## config.mk

```make
export PLATFORM = sky130hd
export DESIGN_NAME = fetch_sequencer_flat
export DESIGN_NICKNAME = d
export VERILOG_FILES = /design/src/rtl/fetch_sequencer_pkg.sv /design/src/rtl/fetch_sequencer_if.sv /design/src/rtl/fetch_sequencer.sv /design/src/flat_wrapper.sv
export SDC_FILE = /design/constraint.sdc
export NUM_CORES = 1
export LEC_CHECK = 0
export CORE_MARGIN = 1.5
export CORE_UTILIZATION = 54
export DETAILED_ROUTE_END_ITERATION = 10
export HOLD_SLACK_MARGIN = 0.1
export PLACE_DENSITY = 0.86
export SLEW_MARGIN = 20
export SYNTH_ARGS = -nofsm -noshare
export SYNTH_HDL_FRONTEND = slang
export SYNTH_SLANG_ARGS = --single-unit
```

## constraint.sdc

```tcl
create_clock -name clk -period 6.6 [get_ports clk]
set_input_delay 0.66 -clock clk [delete_from_list [all_inputs] [get_ports clk]]
set_output_delay 0.66 -clock clk [all_outputs]
set_load 0.01 [all_outputs]
```

## src/rtl/fetch_sequencer_pkg.sv

```systemverilog
// Shared types and helpers for the instruction fetch sequencer.
package fetch_pkg;

  // Byte distance between consecutive instruction words.
  localparam logic [31:0] PC_STEP = 32'd4;

  typedef enum logic [1:0] {
    StIdle,
    StReq,
    StValid,
    StFault
  } fetch_state_e;

  // Word-address width; kept at least one bit so a single-word memory still has a port.
  function automatic int unsigned addr_width(input int unsigned words);
    return (words > 1) ? $clog2(words) : 1;
  endfunction

  // A PC is legal when its word index falls inside the instruction memory.
  function automatic logic pc_in_range(input logic [31:0] pc_val, input int unsigned words);
    return {2'b00, pc_val[31:2]} < words;
  endfunction

  // State to enter after loading a new PC: fetch it, or park in FAULT if it is illegal.
  function automatic fetch_state_e fetch_or_fault(input logic [31:0] pc_val,
                                                  input int unsigned words);
    return pc_in_range(pc_val, words) ? StReq : StFault;
  endfunction

endpackage

```

## src/rtl/fetch_sequencer_if.sv

```systemverilog
// Instruction memory read port: request/address out, ack/data back.
interface fetch_sequencer_if #(
  parameter int unsigned MEM_WORDS = 64
);
  localparam int unsigned AddrW = fetch_pkg::addr_width(MEM_WORDS);

  logic              imem_req;
  logic [AddrW-1:0]  imem_addr;
  logic              imem_ack;
  logic [31:0]       imem_rdata;

  // Fetch sequencer side.
  modport master (
    output imem_req,
    output imem_addr,
    input  imem_ack,
    input  imem_rdata
  );

  // Memory side.
  modport slave (
    input  imem_req,
    input  imem_addr,
    output imem_ack,
    output imem_rdata
  );

endinterface

```

## src/rtl/fetch_sequencer.sv

```systemverilog
// Instruction fetch sequencer: walks the PC through instruction memory, one outstanding
// read at a time, with stall, redirect (including redirect of an in-flight read) and
// out-of-range fault handling.
module fetch_sequencer
  import fetch_pkg::*;
#(
  parameter logic [31:0] RESET_PC  = 32'h0000_0000,
  parameter int unsigned MEM_WORDS = 64
) (
  input  logic               clk,
  input  logic               reset,
  input  logic               pc_update,
  input  logic [31:0]        pc_new,
  input  logic               stall,
  fetch_sequencer_if.master  imem,
  output logic [31:0]        pc,
  output logic [31:0]        instr,
  output logic               instr_valid,
  output logic               fault
);

  localparam int unsigned AddrW = addr_width(MEM_WORDS);

  fetch_state_e state_q, state_d;
  logic [31:0]  pc_q, pc_d;
  logic [31:0]  instr_q, instr_d;
  logic         instr_valid_q, instr_valid_d;
  logic         kill_q, kill_d;
  logic [31:0]  pend_pc_q, pend_pc_d;

  // Redirect targets are always word aligned; the low byte-offset bits are dropped.
  logic [31:0] redirect_pc;
  logic [1:0]  unused_pc_new_lo;
  assign redirect_pc      = {pc_new[31:2], 2'b00};
  assign unused_pc_new_lo = pc_new[1:0];

  // State register with synchronous active-low reset.
  always_ff @(posedge clk) begin
    if (!reset) begin
      state_q <= StIdle;
    end else begin
      state_q <= state_d;
    end
  end

  // Datapath registers: PC, fetched word, valid flag and pending-redirect bookkeeping.
  always_ff @(posedge clk) begin
    if (!reset) begin
      pc_q          <= RESET_PC;
      instr_q       <= 32'h0;
      instr_valid_q <= 1'b0;
      kill_q        <= 1'b0;
      pend_pc_q     <= 32'h0;
    end else begin
      pc_q          <= pc_d;
      instr_q       <= instr_d;
      instr_valid_q <= instr_valid_d;
      kill_q        <= kill_d;
      pend_pc_q     <= pend_pc_d;
    end
  end

  // Next-state and datapath update; redirect beats stall and sequential increment.
  always_comb begin
    state_d       = state_q;
    pc_d          = pc_q;
    instr_d       = instr_q;
    instr_valid_d = instr_valid_q;
    kill_d        = kill_q;
    pend_pc_d     = pend_pc_q;

    unique case (state_q)
      StIdle: begin
        if (pc_update) begin
          pc_d    = redirect_pc;
          state_d = fetch_or_fault(redirect_pc, MEM_WORDS);
        end else begin
          state_d = fetch_or_fault(pc_q, MEM_WORDS);
        end
      end

      StReq: begin
        if (imem.imem_ack) begin
          if (pc_update || kill_q) begin
            // Data belongs to a redirected-away PC: drop it and fetch the newest target.
            pc_d    = pc_update ? redirect_pc : pend_pc_q;
            kill_d  = 1'b0;
            state_d = fetch_or_fault(pc_update ? redirect_pc : pend_pc_q, MEM_WORDS);
          end else begin
            instr_d       = imem.imem_rdata;
            instr_valid_d = 1'b1;
            state_d       = StValid;
          end
        end else if (pc_update) begin
          // The read in flight cannot be withdrawn; remember where to go once it returns.
          pend_pc_d = redirect_pc;
          kill_d    = 1'b1;
        end
      end

      StValid: begin
        if (pc_update) begin
          pc_d          = redirect_pc;
          instr_valid_d = 1'b0;
          state_d       = fetch_or_fault(redirect_pc, MEM_WORDS);
        end else if (!stall) begin
          pc_d          = pc_q + PC_STEP;
          instr_valid_d = 1'b0;
          state_d       = fetch_or_fault(pc_q + PC_STEP, MEM_WORDS);
        end
      end

      StFault: begin
        if (pc_update) begin
          pc_d    = redirect_pc;
          state_d = fetch_or_fault(redirect_pc, MEM_WORDS);
        end
      end

      default: begin
        state_d = StIdle;
      end
    endcase
  end

  // Outputs decoded from registered state; the request is held for the whole REQ state.
  always_comb begin
    imem.imem_req  = (state_q == StReq);
    imem.imem_addr = pc_q[AddrW+1:2];
    fault          = (state_q == StFault);
    pc             = pc_q;
    instr          = instr_q;
    instr_valid    = instr_valid_q;
  end

endmodule

```

## src/flat_wrapper.sv

```systemverilog
// flat-port wrapper written by rule: the top's interface ports become plain ports
module fetch_sequencer_flat import fetch_pkg::*;
#(
  parameter logic [31:0] RESET_PC  = 32'h0000_0000,
  parameter int unsigned MEM_WORDS = 64
)
  (clk, reset, pc_update, pc_new, stall, pc, instr, instr_valid, fault, imem_imem_req, imem_imem_addr, imem_imem_ack, imem_imem_rdata);
  fetch_sequencer_if #(.MEM_WORDS(MEM_WORDS)) imem_i ();
  input  logic clk;
  input  logic reset;
  input  logic pc_update;
  input  logic [31:0] pc_new;
  input  logic stall;
  output logic [31:0] pc;
  output logic [31:0] instr;
  output logic instr_valid;
  output logic fault;
  output wire logic [$bits(imem_i.imem_req)-1:0] imem_imem_req;
  output wire logic [$bits(imem_i.imem_addr)-1:0] imem_imem_addr;
  input wire logic [$bits(imem_i.imem_ack)-1:0] imem_imem_ack;
  input wire logic [$bits(imem_i.imem_rdata)-1:0] imem_imem_rdata;
  assign imem_imem_req = imem_i.imem_req;
  assign imem_imem_addr = imem_i.imem_addr;
  assign imem_i.imem_ack = imem_imem_ack;
  assign imem_i.imem_rdata = imem_imem_rdata;
  fetch_sequencer #(.RESET_PC(RESET_PC), .MEM_WORDS(MEM_WORDS)) u_core (.clk(clk), .reset(reset), .pc_update(pc_update), .pc_new(pc_new), .stall(stall), .imem(imem_i), .pc(pc), .instr(instr), .instr_valid(instr_valid), .fault(fault));
endmodule
```

==> changes_impl.md, run 1 <==
### Implementation results

* Max H-tree Level at 3
* Unrepaired setup endpoints after global routing: false
* CP max stage delay at 0.94 ns
* CP Launch Type: flop
* WP data arrival at 3.51 ns
* Crit-path max FO at 58
* Leak pwr at 2.44 nW
* DR WL/cell at 18.1 um
* Area of the die at 0.0111 mm2
* Clock Tree Root: clkbuf_8
* Post-CTS Setup Bufs at 0
* Worst Hold Endpoint: u_core.instr[21]
* Clk buf depth at 2
* Critical Path RT at 6.82 ns
* Post-layout period usage of the worst path at 49.8%
* Mapped Avg Cell Area at 7.53 um2
* MUX area fraction at 3.28%
* R2R Path Start: u_core.state_q[1]
* Dominant flop cell: dfxtp_1
* Hold Path Stages at 2
* NumNets Final at 901
* Synth Area in Adders at 1.11%
* Vias in the first global route at 5390
* Layout cell share with drive strength beyond 1 at 5.05%
* Clock transition at path regs at 0.09 ns
* Xor/xnor share at 4.65%
* Post-Synth AOI/OAI Area at 22.5%
* Core area at 0.0102 mm2
* Top non-seq family: simple AND/OR/NAND/NOR gates
* Min Clock Period, post-route at 3.29 ns
* Area delta synth->final at 26.1%
* Netlist Area Pre-Place at 0.00565 mm2
* Post-CTS resize count at 0
* DR vias at 5979
* Final setup fails at 0
* Width of the die at 105 um
* Cell taking the most area after synthesis: dfxtp_1
* Status: complete, no violations
* R2r endpoint: u_core.instr[28]
## run 1: state kept, by name, indices dropped and copies added (netlist names)
| name | count |
|---|---|
| u_core.kill_q | 1 |
| u_core.state_q | 2 |
| u_core.pend_pc_q | 32 |
| u_core.instr | 32 |
| u_core.pc | 32 |
| u_core.instr_valid | 1 |
## run 1: final cells by class
| type | count | area [um2] |
|---|---|---|
| clock buffer | 10 | 138 |
| clock inverter | 5 | 83.8 |
| fill | 818 | 3100 |
| inverter | 15 | 56.3 |
| multi-input combinational | 558 | 3250 |
| sequential | 100 | 2000 |
| tap | 136 | 170 |
| timing repair buffer | 143 | 1420 |
## run 1: layout by cell type, fill, tap and decap left out, types with 7 or more instances in the layout
| cell | Yosys | routed |
|---|---|---|
| a222oi_1 | 11 | 11 |
| clkbuf_8 | 0 | 10 |
| xnor2_1 | 13 | 13 |
| mux2i_1 | 14 | 14 |
| a21oi_1 | 85 | 85 |
| a221oi_1 | 12 | 12 |
| inv_1 | 14 | 14 |
| nand2_1 | 164 | 164 |
| o21ai_0 | 34 | 34 |
| nand3_1 | 17 | 17 |
| nor2_1 | 28 | 28 |
| nand4_1 | 16 | 16 |
| dfxtp_1 | 100 | 100 |
| xor2_1 | 17 | 17 |
| nand2b_1 | 8 | 8 |
| nor3_1 | 16 | 16 |
| nor4_1 | 11 | 11 |
| and3_1 | 7 | 7 |
| clkdlybuf4s50_1 | 0 | 138 |
| a211oi_1 | 18 | 18 |
## run 1: metal layers
metal / GRT usage, % / vias to the layer above / part of all wire [%]
li1: - / 2799 / -
met3: 6.43 / 48 / 11
met5: 0 / - / 0
met1: 43.0 / 2751 / 41
met4: 9.69 / 0 / 2.4
met2: 47.7 / 381 / 46
## run 1: tightest hold or removal path: stages (launching register included)
cell and delay [ns]:
dfxtp_1 0.32, nand2_1 0.05, a21oi_1 0.05
## run 1: power breakdown
group          total, mW  switching, mW  internal (mW)
Sequential         0.979          0.248          0.731
Combinational       1.36          0.725          0.635
Clock              0.440          0.217          0.223
Total               2.78           1.19           1.59
## run 1: stage by stage
stage | instances | utilization, % | hold slack (ns) | area, um2 | setup slack [ns]
after CTS | 967 | 69.6 | 0.460 | 7120 | 3.23
after floorplan | 750 | - | 0.436 | 5650 | 4.20
after global routing | 967 | 69.7 | 0.480 | 7130 | 3.01
final | 967 | 69.7 | 0.457 | 7130 | 3.31
after global placement | 951 | 67.3 | 0.442 | 6890 | 3.10
after detailed placement | 952 | 67.4 | 0.448 | 6900 | 3.05
## run 1: worst max path at each step
stage | startpoint | to | cells past startpoint
final | u_core.state_q[1] | u_core.instr[28] | 7
after global routing | u_core.state_q[1] | u_core.instr[5] | 7
after CTS | u_core.state_q[1] | u_core.instr[14] | 6
after detailed placement | pc_new[10] | u_core.state_q[1] | 8
after global placement | pc_new[10] | u_core.state_q[1] | 8
after floorplan | pc_update | u_core.state_q[1] | 9
Figure 1. Where the registers sit (run 1).
Bar = 20 um. Other sequential cells in the stronger grey, the rest of the logic in the fainter grey.
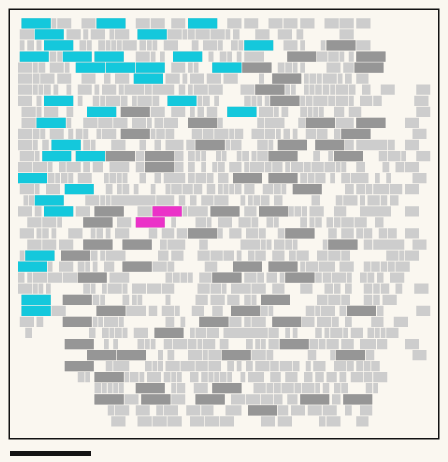
| signal | colour | sequential cells |
|---|---|---|
| u_core.instr | cyan | 32 |
| u_core.state_q | magenta | 2 |
Storage cell area: 0.00200 mm2
post-layout util: 69.7%
P_seq: 0.979 mW

Figure 2. Cell placement (run 1).
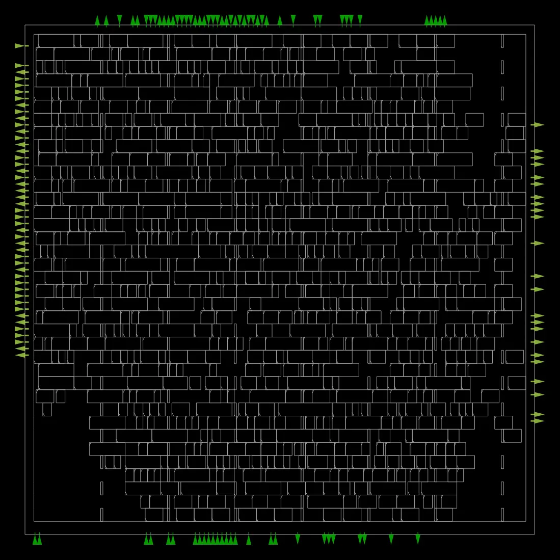
final non-filler cell total: 967
sequential share of cell area: 28.1%
FFs & Latches: 100
fillers: 818
row cnt: 37

Figure 3. Port wiring (run 1).
Bar = 20 um.
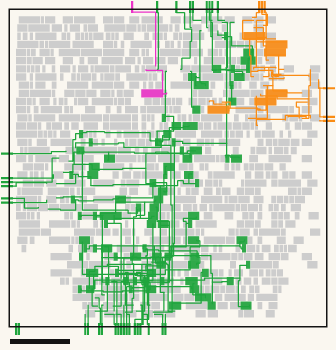
| port | colour | bits | direction | edge | end cells | buffers | wire |
|---|---|---|---|---|---|---|---|
| imem_imem_addr | orange | 6 | output | 3 right, 3 top | 6 | 6 | 346 um |
| instr_valid | magenta | 1 | output | top | 1 | 1 | 42.4 um |
| pc_new | green | 32 | input | 18 bottom, 8 top, 6 left | 98 | 30 | 2020 um |
Port-buffer cells: 139
# IOs: 142

Figure 4. Cell density map (run 1).
Bar = 20 um. The die is cut into 11 by 11 equal tiles; white is low, dark blue is high, 0 to 100% covered.
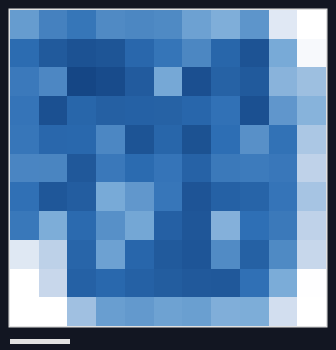

==> inputs of run 2 (changes only) <==
Settings changed: CORE_UTILIZATION 54 to 45, PLACE_DENSITY 0.86 to 0.76.
Clock period 6.6 ns to 3 ns, I/O delays scaled along.
Figure 5. Cell density map (run 2).
Bar = 20 um. The die is cut into 12 by 12 equal tiles; white is low, dark blue is high, 0 to 100% covered.
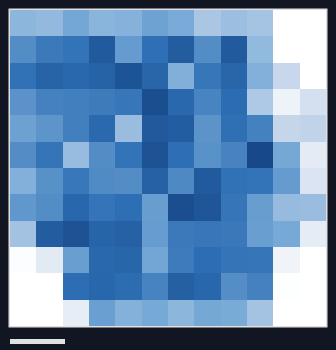
nearly empty tiles: 10%
densest ninth of the die: middle
tiles over 75% full: 24%
fullest tile: 90%
mean over tiles: 54%

Figure 6. Port wiring (run 2).
Bar = 20 um.
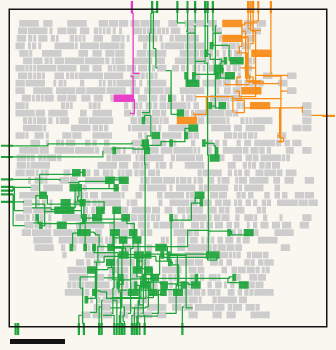
| port | colour | bits | direction | edge | end cells | buffers | wire |
|---|---|---|---|---|---|---|---|
| pc_new | green | 32 | input | 17 bottom, 8 top, 7 left | 98 | 32 | 1780 um |
| instr_valid | magenta | 1 | output | top | 1 | 1 | 42.1 um |
| imem_imem_addr | orange | 6 | output | 5 top, 1 right | 6 | 6 | 380 um |

==> changes_impl.md, run 2 <==
### Implementation results

* Critical Path RT at 3.28 ns
* WP data arrival at 2.83 ns
* R2R Path Start: u_core.pc[9]
* Post-layout period usage of the worst path at 85.1%
* Layout cell share with drive strength beyond 1 at 6.60%
* DR vias at 6013
* NumNets Final at 917
* DR WL/cell at 18.2 um
* Clock Tree Root: clkbuf_16
* Post-route cell area at 0.00740 mm2
* Hold Path Stages at 2
* Area of the die at 0.0132 mm2
* # IOs at 142
* Unrepaired setup endpoints after global routing: false
* Crit path launch: u_core.pc[9]
* Status: complete, no violations
* Mapped Avg Cell Area at 7.53 um2
* Max H-tree Level at 3
* Crit-path max FO at 10
* Clk buf depth at 2
* Netlist Area Pre-Place at 0.00565 mm2
* Row cnt at 40
* DP Area at 0.00709 mm2
* Worst Hold Slack at 0.455 ns
* Fillers at 1078
==> run 2: cell count changes in the layout (fill, tap and decap cells not counted), sizes merged <==
cell,change
buf,+16
bufinv,-1
clkbuf,-1
inv,+2
clkinv,+1
==> run 2: final cells by class <==
cell class / instances / area (um2) / share of cell area [%]
Multi-Input combinational cell: 558 / 3250 / 43.9
Sequential cell: 100 / 2000 / 27.1
Timing Repair Buffer: 159 / 1570 / 21.3
Clock buffer: 9 / 225 / 3.04
Tap cell: 168 / 210 / 2.84
Clock inverter: 7 / 82.6 / 1.12
Inverter: 15 / 56.3 / 0.761
==> run 2: power breakdown <==
| part | switching, mW | internal, mW | total [mW] |
|---|---|---|---|
| Sequential | 0.522 | 1.61 | 2.13 |
| Clock | 0.559 | 0.661 | 1.22 |
| Combinational | 1.77 | 1.51 | 3.28 |
| Total | 2.85 | 3.78 | 6.63 |
==> run 2: kinds of logic after synthesis <==
| family | Yosys count | share of synthesized area (%) |
|---|---|---|
| buffers and inverters | 92 | 7.13 |
| DFF | 100 | 35.4 |
| adders and majority gates | 5 | 1.11 |
| muxes | 18 | 3.28 |
| xor gates and xnor gates | 30 | 4.65 |
| AOI/OAI and AO/OA | 202 | 22.5 |
| and+or+nand+nor | 303 | 25.9 |
==> run 2: how the worst max path moves through the flow <==
| stage | endpoint | slack, ns | depth (start not counted) |
|---|---|---|---|
| CTS | u_core.state_q[1] | 0.50 | 7 |
| floorplan | u_core.state_q[1] | 0.85 | 9 |
| global placement | u_core.state_q[1] | 0.20 | 8 |
| detailed placement | u_core.state_q[1] | 0.25 | 8 |
| finish | u_core.pc[30] | 0.45 | 7 |
| global route | u_core.state_q[1] | 0.27 | 7 |
==> run 2: metal layers <==
| layer | up-vias | global-route usage [%] | share of wire (%) |
|---|---|---|---|
| met2 | 327 | 43.3 | 46 |
| met4 | 0 | 10.8 | 2.1 |
| met5 | - | 0 | 0 |
| met1 | 2818 | 38.0 | 42 |
| li1 | 2836 | - | - |
| met3 | 32 | 8.01 | 10 |
==> run 2: critical path, stage by stage, from the launching register on <==
cell	delay, ns
dfxtp_1	0.56
nand4_1	0.32
nor4_4	0.55
nand3_1	0.15
xnor2_1	0.32
a221oi_1	0.15
a211o_1	0.28
a21oi_1	0.14
==> run 2: stage by stage <==
| stage | setup WS, ns | util [%] | instances |
|---|---|---|---|
| global placement | 0.198 | 58.5 | 1000 |
| finish | 0.447 | 61.1 | 1016 |
| global route | 0.266 | 61.1 | 1016 |
| detailed placement | 0.254 | 58.5 | 1000 |
| floorplan | 0.848 | - | 750 |
| CTS | 0.500 | 61.1 | 1016 |
Power is estimated from default activity; no workload was simulated.
